Run 1, gate-type map:
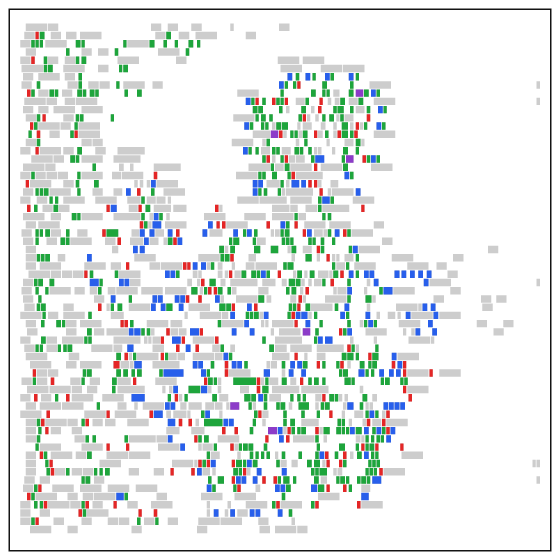
Run 1, register map, names as in the netlist:
Bar = 50 um. Other sequential cells in the stronger grey, the rest of the logic in the fainter grey.
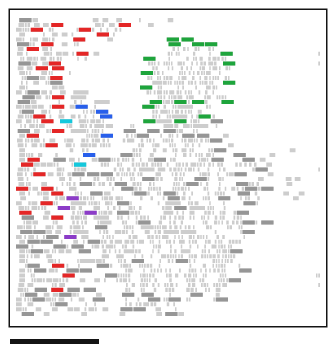
Run 1, routing congestion map:
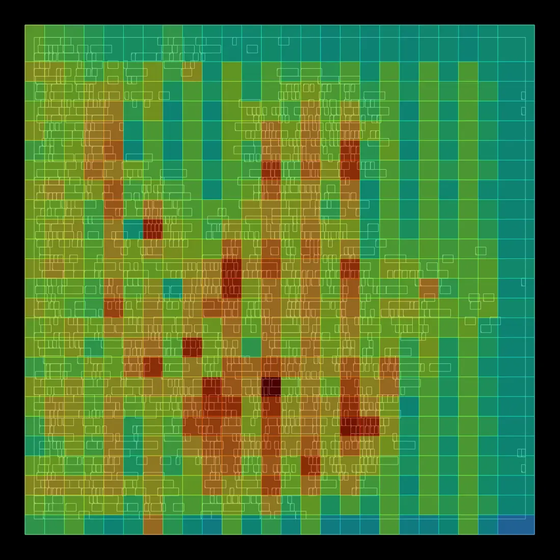
==> src/rtl/fb_avl_port.sv <==
`default_nettype none
// ============================================================================
// Module  : fb_avl_port
// Brief   : Frame-buffer responder; turns active-low pixel write/read beats
//           into registered Avalon-MM commands and reports frame status.
//           Define FB_DBG_CNT_EN to add the dbg_err_cnt error counter port.
// Revision: 1.0 - initial release
// ============================================================================
module fb_avl_port #(
   parameter int          ADDR_WIDTH      = 25,
   parameter int          DATA_WIDTH      = 32,
   parameter int unsigned BASE_ADDR       = 0,
   parameter int          FRAME_PIXELS    = 307200,
   parameter int          BURST_SIZE      = 8,
   parameter int          MAX_OUTSTANDING = 16
) (
   input  logic                  clk,
   input  logic                  reset,
   input  logic                  wr_en_n,
   input  logic [DATA_WIDTH-1:0] wr_data,
   input  logic                  wr_restart,
   input  logic                  rd_en_n,
   input  logic                  rd_restart,
   output logic                  wr_ready,
   output logic                  rd_ready,
   output logic                  full,
   output logic                  rd_done,
   output logic                  rd_data_valid,
   output logic [DATA_WIDTH-1:0] rd_data,
   input  logic                  avl_ready,
   output logic [ADDR_WIDTH-1:0] avl_addr,
   output logic                  avl_burstbegin,
   output logic [3:0]            avl_size,
   output logic                  avl_write_req,
   output logic                  avl_read_req,
   output logic [DATA_WIDTH-1:0] avl_wdata,
   input  logic [DATA_WIDTH-1:0] avl_rdata,
   input  logic                  avl_rdata_valid
`ifdef FB_DBG_CNT_EN
   ,
   output logic [15:0]           dbg_err_cnt
`endif
);

   localparam int                   c_ptr_w     = $clog2(FRAME_PIXELS + 1);
   localparam int                   c_ost_w     = $clog2(MAX_OUTSTANDING + 1);
   localparam logic [c_ptr_w-1:0]   c_frame     = c_ptr_w'(FRAME_PIXELS);
   localparam logic [c_ptr_w-1:0]   c_ptr_one   = 1;
   localparam logic [c_ost_w-1:0]   c_ost_max   = c_ost_w'(MAX_OUTSTANDING);
   localparam logic [c_ost_w-1:0]   c_ost_one   = 1;
   localparam logic [3:0]           c_burst_sz  = 4'(BURST_SIZE);
   localparam logic [3:0]           c_beat_last = 4'(BURST_SIZE - 1);
   localparam logic [ADDR_WIDTH-1:0] c_base     = ADDR_WIDTH'(BASE_ADDR);

   typedef enum logic [0:0] {
      S_IDLE     = 1'b0,
      S_WR_BURST = 1'b1
   } state_t;

   state_t                r_state;
   state_t                w_state_nxt;

   logic [c_ptr_w-1:0]    r_wr_ptr;
   logic [c_ptr_w-1:0]    r_rd_iss_ptr;
   logic [c_ptr_w-1:0]    r_rd_ret_cnt;
   logic [c_ost_w-1:0]    r_outstanding;
   logic [3:0]            r_beat_cnt;
   logic                  r_full;
   logic                  r_rd_done;
   logic                  r_wr_rst_pend;
   logic                  r_rd_data_valid;
   logic [DATA_WIDTH-1:0] r_rd_data;

   logic [ADDR_WIDTH-1:0] r_avl_addr;
   logic                  r_avl_burstbegin;
   logic [3:0]            r_avl_size;
   logic                  r_avl_write_req;
   logic                  r_avl_read_req;
   logic [DATA_WIDTH-1:0] r_avl_wdata;

   logic                  w_cmd_pending;
   logic                  w_wr_request;
   logic                  w_rd_issued_all;
   logic                  w_wr_ready;
   logic                  w_rd_ready;
   logic                  w_wr_acc;
   logic                  w_rd_acc;
   logic                  w_ret;
   logic [c_ptr_w-1:0]    w_wr_base;
   logic [c_ptr_w-1:0]    w_rd_base;
   logic [c_ptr_w-1:0]    w_wr_ptr_inc;
   logic [c_ptr_w-1:0]    w_ret_inc;

   // A registered command not taken by the controller blocks any new acceptance.
   assign w_cmd_pending   = (r_avl_write_req | r_avl_read_req) & ~avl_ready;
   assign w_wr_request    = ~wr_en_n & ~r_full;
   assign w_rd_issued_all = (r_rd_iss_ptr == c_frame);
   assign w_ret           = avl_rdata_valid & (r_outstanding != '0);

   // A restart coinciding with a new burst/read starts the new frame at pixel 0.
   assign w_wr_base    = (wr_restart && r_state == S_IDLE) ? '0 : r_wr_ptr;
   assign w_rd_base    = rd_restart ? '0 : r_rd_iss_ptr;
   assign w_wr_ptr_inc = r_wr_ptr + c_ptr_one;
   assign w_ret_inc    = r_rd_ret_cnt + c_ptr_one;

   always_ff @(posedge clk) begin
      if (!reset) begin
         r_state <= S_IDLE;
      end else begin
         r_state <= w_state_nxt;
      end
   end

   always_comb begin
      w_state_nxt = r_state;
      w_wr_ready  = 1'b0;
      w_rd_ready  = 1'b0;
      w_wr_acc    = 1'b0;
      w_rd_acc    = 1'b0;
      if (reset) begin
         case (r_state)
            S_IDLE: begin
               w_wr_ready = ~r_full & ~w_cmd_pending;
               w_rd_ready = ~w_cmd_pending & ~w_rd_issued_all &
                            (r_outstanding < c_ost_max) & ~w_wr_request;
               w_wr_acc   = ~wr_en_n & w_wr_ready;
               w_rd_acc   = ~rd_en_n & w_rd_ready;
               if (w_wr_acc && (BURST_SIZE > 1)) begin
                  w_state_nxt = S_WR_BURST;
               end
            end
            S_WR_BURST: begin
               w_wr_ready = ~w_cmd_pending;
               w_wr_acc   = ~wr_en_n & w_wr_ready;
               if (w_wr_acc && r_beat_cnt == c_beat_last) begin
                  w_state_nxt = S_IDLE;
               end
            end
            default: begin
               w_state_nxt = S_IDLE;
            end
         endcase
      end
   end

   // Write pointer, burst beat count and full flag.
   always_ff @(posedge clk) begin
      if (!reset) begin
         r_wr_ptr      <= '0;
         r_beat_cnt    <= '0;
         r_full        <= 1'b0;
         r_wr_rst_pend <= 1'b0;
      end else if (r_state == S_WR_BURST) begin
         if (wr_restart) begin
            r_wr_rst_pend <= 1'b1;
         end
         if (w_wr_acc) begin
            if (w_state_nxt == S_IDLE) begin
               // Deferred restart lands only once the open burst has finished.
               r_beat_cnt <= '0;
               if (wr_restart || r_wr_rst_pend) begin
                  r_wr_ptr      <= '0;
                  r_full        <= 1'b0;
                  r_wr_rst_pend <= 1'b0;
               end else begin
                  r_wr_ptr <= w_wr_ptr_inc;
                  r_full   <= (w_wr_ptr_inc == c_frame);
               end
            end else begin
               r_wr_ptr   <= w_wr_ptr_inc;
               r_beat_cnt <= r_beat_cnt + 4'd1;
            end
         end
      end else begin
         if (w_wr_acc) begin
            r_wr_ptr   <= w_wr_base + c_ptr_one;
            r_full     <= ~wr_restart && (w_wr_base + c_ptr_one == c_frame);
            r_beat_cnt <= 4'd1;
         end else if (wr_restart) begin
            r_wr_ptr <= '0;
            r_full   <= 1'b0;
         end
      end
   end

   // Read issue pointer, outstanding count, return count and done flag.
   always_ff @(posedge clk) begin
      if (!reset) begin
         r_rd_iss_ptr    <= '0;
         r_outstanding   <= '0;
         r_rd_ret_cnt    <= '0;
         r_rd_done       <= 1'b0;
         r_rd_data_valid <= 1'b0;
         r_rd_data       <= '0;
      end else begin
         if (w_rd_acc) begin
            r_rd_iss_ptr <= w_rd_base + c_ptr_one;
         end else if (rd_restart) begin
            r_rd_iss_ptr <= '0;
         end

         case ({w_rd_acc, w_ret})
            2'b10:   r_outstanding <= r_outstanding + c_ost_one;
            2'b01:   r_outstanding <= r_outstanding - c_ost_one;
            default: r_outstanding <= r_outstanding;
         endcase

         // Words still in flight across a restart belong to the new frame.
         if (rd_restart) begin
            r_rd_ret_cnt <= w_ret ? c_ptr_one : '0;
            r_rd_done    <= 1'b0;
         end else if (w_ret && !r_rd_done) begin
            r_rd_ret_cnt <= w_ret_inc;
            r_rd_done    <= (w_ret_inc == c_frame);
         end

         r_rd_data_valid <= w_ret;
         r_rd_data       <= avl_rdata;
      end
   end

   // Registered Avalon command; held untouched while the controller stalls.
   always_ff @(posedge clk) begin
      if (!reset) begin
         r_avl_addr       <= c_base;
         r_avl_burstbegin <= 1'b0;
         r_avl_size       <= '0;
         r_avl_write_req  <= 1'b0;
         r_avl_read_req   <= 1'b0;
         r_avl_wdata      <= '0;
      end else if (w_wr_acc) begin
         r_avl_write_req  <= 1'b1;
         r_avl_read_req   <= 1'b0;
         r_avl_wdata      <= wr_data;
         r_avl_size       <= c_burst_sz;
         r_avl_burstbegin <= (r_state == S_IDLE);
         if (r_state == S_IDLE) begin
            r_avl_addr <= c_base + ADDR_WIDTH'(w_wr_base);
         end
      end else if (w_rd_acc) begin
         r_avl_write_req  <= 1'b0;
         r_avl_read_req   <= 1'b1;
         r_avl_burstbegin <= 1'b1;
         r_avl_size       <= 4'd1;
         r_avl_addr       <= c_base + ADDR_WIDTH'(w_rd_base);
      end else if (!w_cmd_pending) begin
         r_avl_write_req  <= 1'b0;
         r_avl_read_req   <= 1'b0;
         r_avl_burstbegin <= 1'b0;
      end
   end

`ifdef FB_DBG_CNT_EN
   logic [15:0] r_dbg_err_cnt;
   logic        w_dbg_err;

   assign w_dbg_err = (~wr_en_n & r_full) | (~rd_en_n & w_rd_issued_all) |
                      (avl_rdata_valid & (r_outstanding == '0));

   always_ff @(posedge clk) begin
      if (!reset) begin
         r_dbg_err_cnt <= '0;
      end else if (w_dbg_err && r_dbg_err_cnt != 16'hFFFF) begin
         r_dbg_err_cnt <= r_dbg_err_cnt + 16'd1;
      end
   end

   assign dbg_err_cnt = r_dbg_err_cnt;
`endif

   assign wr_ready       = w_wr_ready;
   assign rd_ready       = w_rd_ready;
   assign full           = r_full;
   assign rd_done        = r_rd_done;
   assign rd_data_valid  = r_rd_data_valid;
   assign rd_data        = r_rd_data;
   assign avl_addr       = r_avl_addr;
   assign avl_burstbegin = r_avl_burstbegin;
   assign avl_size       = r_avl_size;
   assign avl_write_req  = r_avl_write_req;
   assign avl_read_req   = r_avl_read_req;
   assign avl_wdata      = r_avl_wdata;

endmodule
`default_nettype wire
==> config.mk <==
export PLATFORM = sky130hd
export DESIGN_NAME = fb_avl_port
export DESIGN_NICKNAME = d
export VERILOG_FILES = /design/src/rtl/fb_avl_port.sv
export SDC_FILE = /design/constraint.sdc
export NUM_CORES = 1
export LEC_CHECK = 0
export ABC_AREA = 1
export CAP_MARGIN = 20
export CORE_MARGIN = 3
export CORE_UTILIZATION = 28
export CTS_CLUSTER_DIAMETER = 40
export DETAILED_ROUTE_END_ITERATION = 6
export SYNTH_ARGS = -nofsm -noshare
export SYNTH_HDL_FRONTEND = slang
export SYNTH_SLANG_ARGS = --single-unit
==> constraint.sdc <==
create_clock -name clk -period 3.8 [get_ports clk]
set_clock_uncertainty 0.15 [all_clocks]
set_input_delay 0.76 -clock clk [delete_from_list [all_inputs] [get_ports clk]]
set_output_delay 0.76 -clock clk [all_outputs]
set_load 0.01 [all_outputs]
==> flow_metrics.rpt, run 1 <==
IMPLEMENTATION SUMMARY REPORT
----------------------------------------------------
[Outcome]
  Outcome ........................ finished clean

[Worst setup path]
  FF-to-FF setup slack ........................ 960 ps
  Endpoint of the worst-slack reg-to-reg timing path ........................ r_outstanding[4]$_SDFFE_PN0P_
  Crit end category ........................ primary output
  Critical path type ........................ in2out

[GRT]
  Wire length of the first global-routing pass ........................ 41,100 um
  Vias in the first global route ........................ 7,901
  GR peak layer ........................ met2
  Maximum number of pins on one net before global-route repair ........................ 77
  Initial antenna violation count ........................ 0

[Pwr]
  Sequential group power ........................ 1910 uW
  Dominant power group ........................ registers
  Clock power share ........................ a little under two fifths
  Combinational cell power ........................ 960 uW
  Cell internal pwr ........................ 3090 uW
  Power Density ........................ 423 nW/um^2
  Switching share of power ........................ approximately 33%
  Clock network power ........................ ~1700 uW

[Clocking]
  Number of hold-repair buffers added at the cts stage ........................ 0
  TritonCTS clock tree ........................ done
  TritonCTS buffer count ........................ 17
  Number of levels in the clock H-tree ........................ 4
  Worst skew pair latency ........................ 430 ps
  Cell resize tally after clock tree synthesis ........................ 0

[Drt]
  Met1 WL ........................ 11,800 um
  Number of remaining DRC errors ........................ 0
  Starting DRC count in detailed routing ........................ 589
  DR vias ........................ 8,257
  Detailed Route WL ........................ 25,400 um

[Yosys]
  Fraction of synthesis flops using an asynchronous set or reset pin ........................ 0%
  Yosys aoi share ........................ 11.6%
  Ranking of synthesized cells by instance count ........................ nand2_1 (335), dfxtp_1 (159), inv_1 (158), nor2_1 (133), nand3_1 (106)
  EDFF count, synth ........................ 0
  Post-synthesis cell type count ........................ 53
  Instance count of the mapped netlist ........................ about 1,200
  Total number of yosys warnings ........................ 0
  Proportion of netlist area held by the largest area contributor ........................ 38.2%
  Post-synth top area cell ........................ dfxtp_1
  Post-Syn Area ........................ between 8000 and 9000 um^2
  Most used DFF post-synth ........................ dfxtp_1
  Area of the synthesized netlist per yosys stat ........................ roughly 8300 um^2

[Final timing]
  Final setup violating endpoints ........................ 0
  Maximum clock rate ........................ approximately 300 MHz
  Final sum of negative setup slack ........................ 0 ps
  Pins over their slew limit ........................ 0
  Post-layout period usage of the worst path ........................ between 80% and 90%
  Worst hold margin ........................ about 300 ps

[Final layout]
  Cell class ranked first by area ........................ combinational gates
  Area growth from synthesis to final layout ........................ 30.4%
  Fraction of the core area covered by cells at the end of the flow ........................ 37.4%
  Area of all sequential standard cells ........................ 3180 um^2
  Fin area ........................ 10,900 um^2
  Count of sequential standard cells ........................ 159
  Top library cells by usage in the layout, fill and taps aside ........................ nand2_1 (335), clkdlybuf4s50_1 (163), dfxtp_1 (159)
  Multi-input combinational cell count ........................ 870
  Data-path buffer share of cell area in the final layout ........................ about 16%
  Fraction of layout instances using a drive strength above 1 ........................ 6.81%
  Total area of multi-input combinational cells ........................ about 4200 um^2
  Number of nets in the layout ........................ 1,479

[Placement]
  Worst slack at placement ........................ 203 ps
  Weighted congestion reported at the end of routability-driven placement ........................ 0.895
  Total of buffers placed on input and output ports ........................ approximately 160
  Instance area at placement ........................ 10,300 um^2

[Hold path]
  Hold-critical path endpoint ........................ avl_size[0]$_SDFFE_PP0N_
  Hold path depth ........................ 2

[Floorplan]
  Floorplan utilization ........................ 28.7%

----------------------------------------------------
About 'gate-type map':
legend:
  non-inverting ao/oa cells:
    colour: purple
    cells: 6
    most_used: a21o_1
  nand cells:
    colour: green
    cells: 476
    most_used: nand2_1
  inv cells:
    colour: red
    cells: 168
    most_used: inv_1
  aoi and oai cells:
    colour: blue
    cells: 167
    most_used: a21oi_1
leading cell type in the layout, fill and taps excluded: nand2_1
multi-input gate share of the layout cell area: 38.6%
final std cells w/o fill: 1,794

About 'register map, names as in the netlist':
legend:
  `r_beat_cnt`:
    colour: purple
    placed_flops: 4
  `avl_size`:
    colour: cyan
    placed_flops: 2
  `avl_wdata`:
    colour: red
    placed_flops: 32
  `r_rd_ret_cnt`:
    colour: green
    placed_flops: 19
    where: top middle
  `r_outstanding`:
    colour: blue
    placed_flops: 5
not coloured: 97

About 'routing congestion map':
fraction of met3 tracks used by global routing: 5.87%
met2 Resource Use GR: 24.7%
total routing usage reported by global routing: 16.1%
global-route track usage on met1: 21.2%

==> run 1: how the worst max path moves through the flow <==
stage / slack [ps] / to / start / depth (start not counted)
after floorplan: 660 / r_outstanding[4]$_SDFFE_PN0P_ / reset / 18
after global placement: 240 / r_outstanding[4]$_SDFFE_PN0P_ / avl_ready / 19
after detailed placement: 200 / r_outstanding[4]$_SDFFE_PN0P_ / avl_ready / 19
after CTS: 410 / rd_ready / avl_ready / 8
after global routing: 290 / rd_ready / avl_ready / 8
final: 460 / rd_ready / avl_ready / 8
==> run 1: critical path: stages <==
cell	delay [ps]
clkdlybuf4s50_1	450
inv_1	60
o21ai_2	60
nand2_1	100
nor4_2	160
nand2_1	130
inv_2	90
clkdlybuf4s50_1	600
Run 1, metal layers overlaid:
Only two layers are drawn.
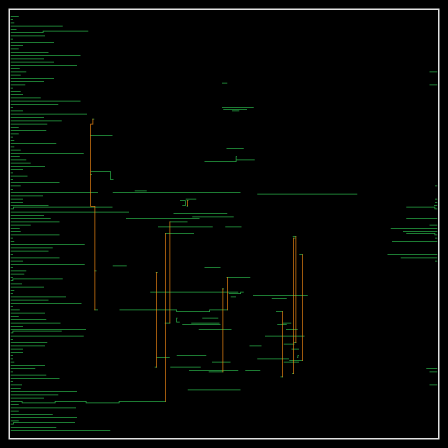

==> run 1 -> run 2 <==
--- a/config.mk
+++ b/config.mk
@@ -7,7 +7,7 @@
 export LEC_CHECK = 0
 export ABC_AREA = 1
 export CAP_MARGIN = 20
-export CORE_MARGIN = 3
+export CORE_MARGIN = 2
 export CORE_UTILIZATION = 28
 export CTS_CLUSTER_DIAMETER = 40
 export DETAILED_ROUTE_END_ITERATION = 6
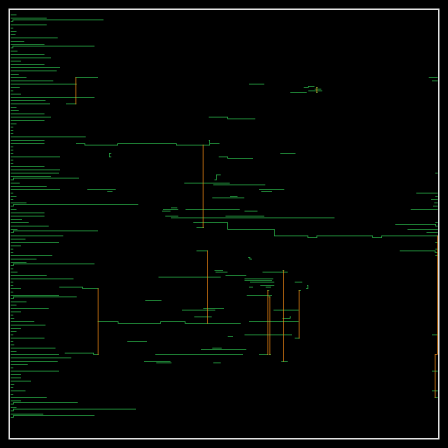
Run 2: metal layers overlaid
Only two layers are drawn.
legend:
  M3:
    colour: green
    wire_length: 2,310 um
  M4:
    colour: orange
    wire_length: 279 um

==> run 2 against run 1 <==
Against the previous run:
- routed wire length increased by 2.5%
- critical path depth stayed put
- sequential cell count did not move
- register-to-register slack got worse by 70 ps
- synthesized area unchanged
- core utilization decreased by 0.59 points
- clock power grew 3%
- fmax shrank 0.29%
- die size down 2.2%
- global-route usage up 0.69 points
- setup slack got worse by 9.8 ps
- sequential share of layout area barely moved
- critical path type unchanged
- highest routed layer unchanged
==> flow_metrics.rpt, run 2 <==
IMPLEMENTATION SUMMARY REPORT
----------------------------------------------------
[Final layout]
  Fraction of the core area covered by cells at the end of the flow ........................ 36.8% (was 37.4%)
  Area of all sequential standard cells ........................ 3180 um^2 (unchanged)
  Number of nets in the layout ........................ 1,479 (unchanged)
  Area growth from synthesis to final layout ........................ 30.4% (about the same)
  Count of sequential standard cells ........................ 159 (unchanged)
  Data-path buffer share of cell area in the final layout ........................ 16.3% (about the same)
  Multi-input combinational cell count ........................ 870 (unchanged)

[Yosys]
  EDFF count, synth ........................ 0 (unchanged)
  Area of the synthesized netlist per yosys stat ........................ 8330 um^2 (unchanged)
  Most used DFF post-synth ........................ dfxtp_1 (unchanged)
  Post-Syn Area ........................ 8330 um^2 (unchanged)
  Ranking of synthesized cells by instance count ........................ nand2_1 (335), dfxtp_1 (159), inv_1 (158), nor2_1 (133), nand3_1 (106) (unchanged)
  Post-synthesis cell type count ........................ 53 (unchanged)
  Proportion of netlist area held by the largest area contributor ........................ 38.2% (unchanged)
  Post-synth top area cell ........................ dfxtp_1 (unchanged)

[GRT]
  Maximum number of pins on one net before global-route repair ........................ 58 (was 77)
  Wire length of the first global-routing pass ........................ 41,400 um (was 41,100 um)
  Fraction of met3 tracks used by global routing ........................ 6.50% (was 5.87%)
  GR peak layer ........................ met2 (unchanged)
  Global-route track usage on met1 ........................ 21.7% (was 21.2%)
  Initial antenna violation count ........................ 0 (unchanged)
  Met2 Resource Use GR ........................ 26.5% (was 24.7%)
  Vias in the first global route ........................ 8,017 (was 7,901)

[Final timing]
  Final sum of negative setup slack ........................ 0 ps (unchanged)
  Final setup violating endpoints ........................ 0 (unchanged)
  Worst hold margin ........................ 319 ps (was 309 ps)
  Pins over their slew limit ........................ 0 (unchanged)

[Worst setup path]
  Kind of cell with the highest combined delay on the critical path ........................ buffers and inverters (unchanged)
  Capture point of the worst path ........................ rd_ready (unchanged)
  CP startpoint ........................ avl_ready (unchanged)
  Endpoint of the worst-slack reg-to-reg timing path ........................ r_outstanding[4]$_SDFFE_PN0P_ (unchanged)

[Hold path]
  Hold-critical path endpoint ........................ avl_wdata[25]$_SDFFE_PN0P_ (was avl_size[0]$_SDFFE_PP0N_)

[Clocking]
  Number of levels in the clock H-tree ........................ 4 (unchanged)
  TritonCTS buffer count ........................ 17 (unchanged)
  Cell resize tally after clock tree synthesis ........................ 0 (unchanged)
  Number of hold-repair buffers added at the cts stage ........................ 0 (unchanged)

[Placement]
  Total of buffers placed on input and output ports ........................ 164 (unchanged)
  Worst slack at placement ........................ 176 ps (was 203 ps)
  Instance area at placement ........................ 10,300 um^2 (about the same)

[Outcome]
  Outcome ........................ finished clean (unchanged)

[Drt]
  Met1 WL ........................ 12,300 um (was 11,800 um)

----------------------------------------------------
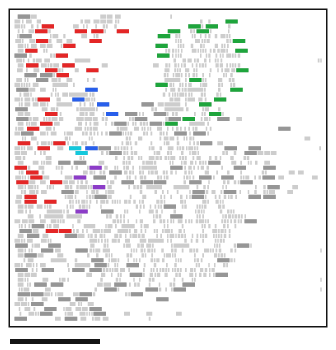
Run 2: register map, names as in the netlist
Bar = 50 um. Other sequential cells in the stronger grey, the rest of the logic in the fainter grey.
legend:
  `r_outstanding`:
    colour: blue
    placed_flops: 5
  `avl_size`:
    colour: cyan
    placed_flops: 2
  `r_rd_ret_cnt`:
    colour: green
    placed_flops: 19
    where: top middle
  `r_beat_cnt`:
    colour: purple
    placed_flops: 4
    where: left middle
  `avl_wdata`:
    colour: red
    placed_flops: 32

run 2: cell types whose count changed in the layout (fill, tap and decap cells not counted):
cell / change
bufinv_16: +3
clkbuf_1: +1
clkinv_2: +2
clkinv_4: -1
clkinv_8: -5
clkinvlp_4: +3
inv_6: -1
inv_8: -3
run 2: cell families (layout without fill, tap and decap cells):
logic type	count (synthesis)	count (layout)	synth area share, %
adders and majority gates	10	10	1.50
other	1	8	0.0450
AOI/OAI and AO/OA	173	173	11.6
DFF	159	159	38.2
and+or+nand+nor	649	649	33.8
xor gates and xnor gates	30	30	3.16
buffers and inverters	225	380	11.7
run 2: report_power, final:
part / internal (uW) / total [uW] / switching (uW)
Combinational: 402 / 978 / 576
Clock: 1030 / 1770 / 741
Sequential: 1800 / 1900 / 107
Total: 3230 / 4660 / 1420
Power figures rest on the tool's default switching activity, not on a simulated workload.
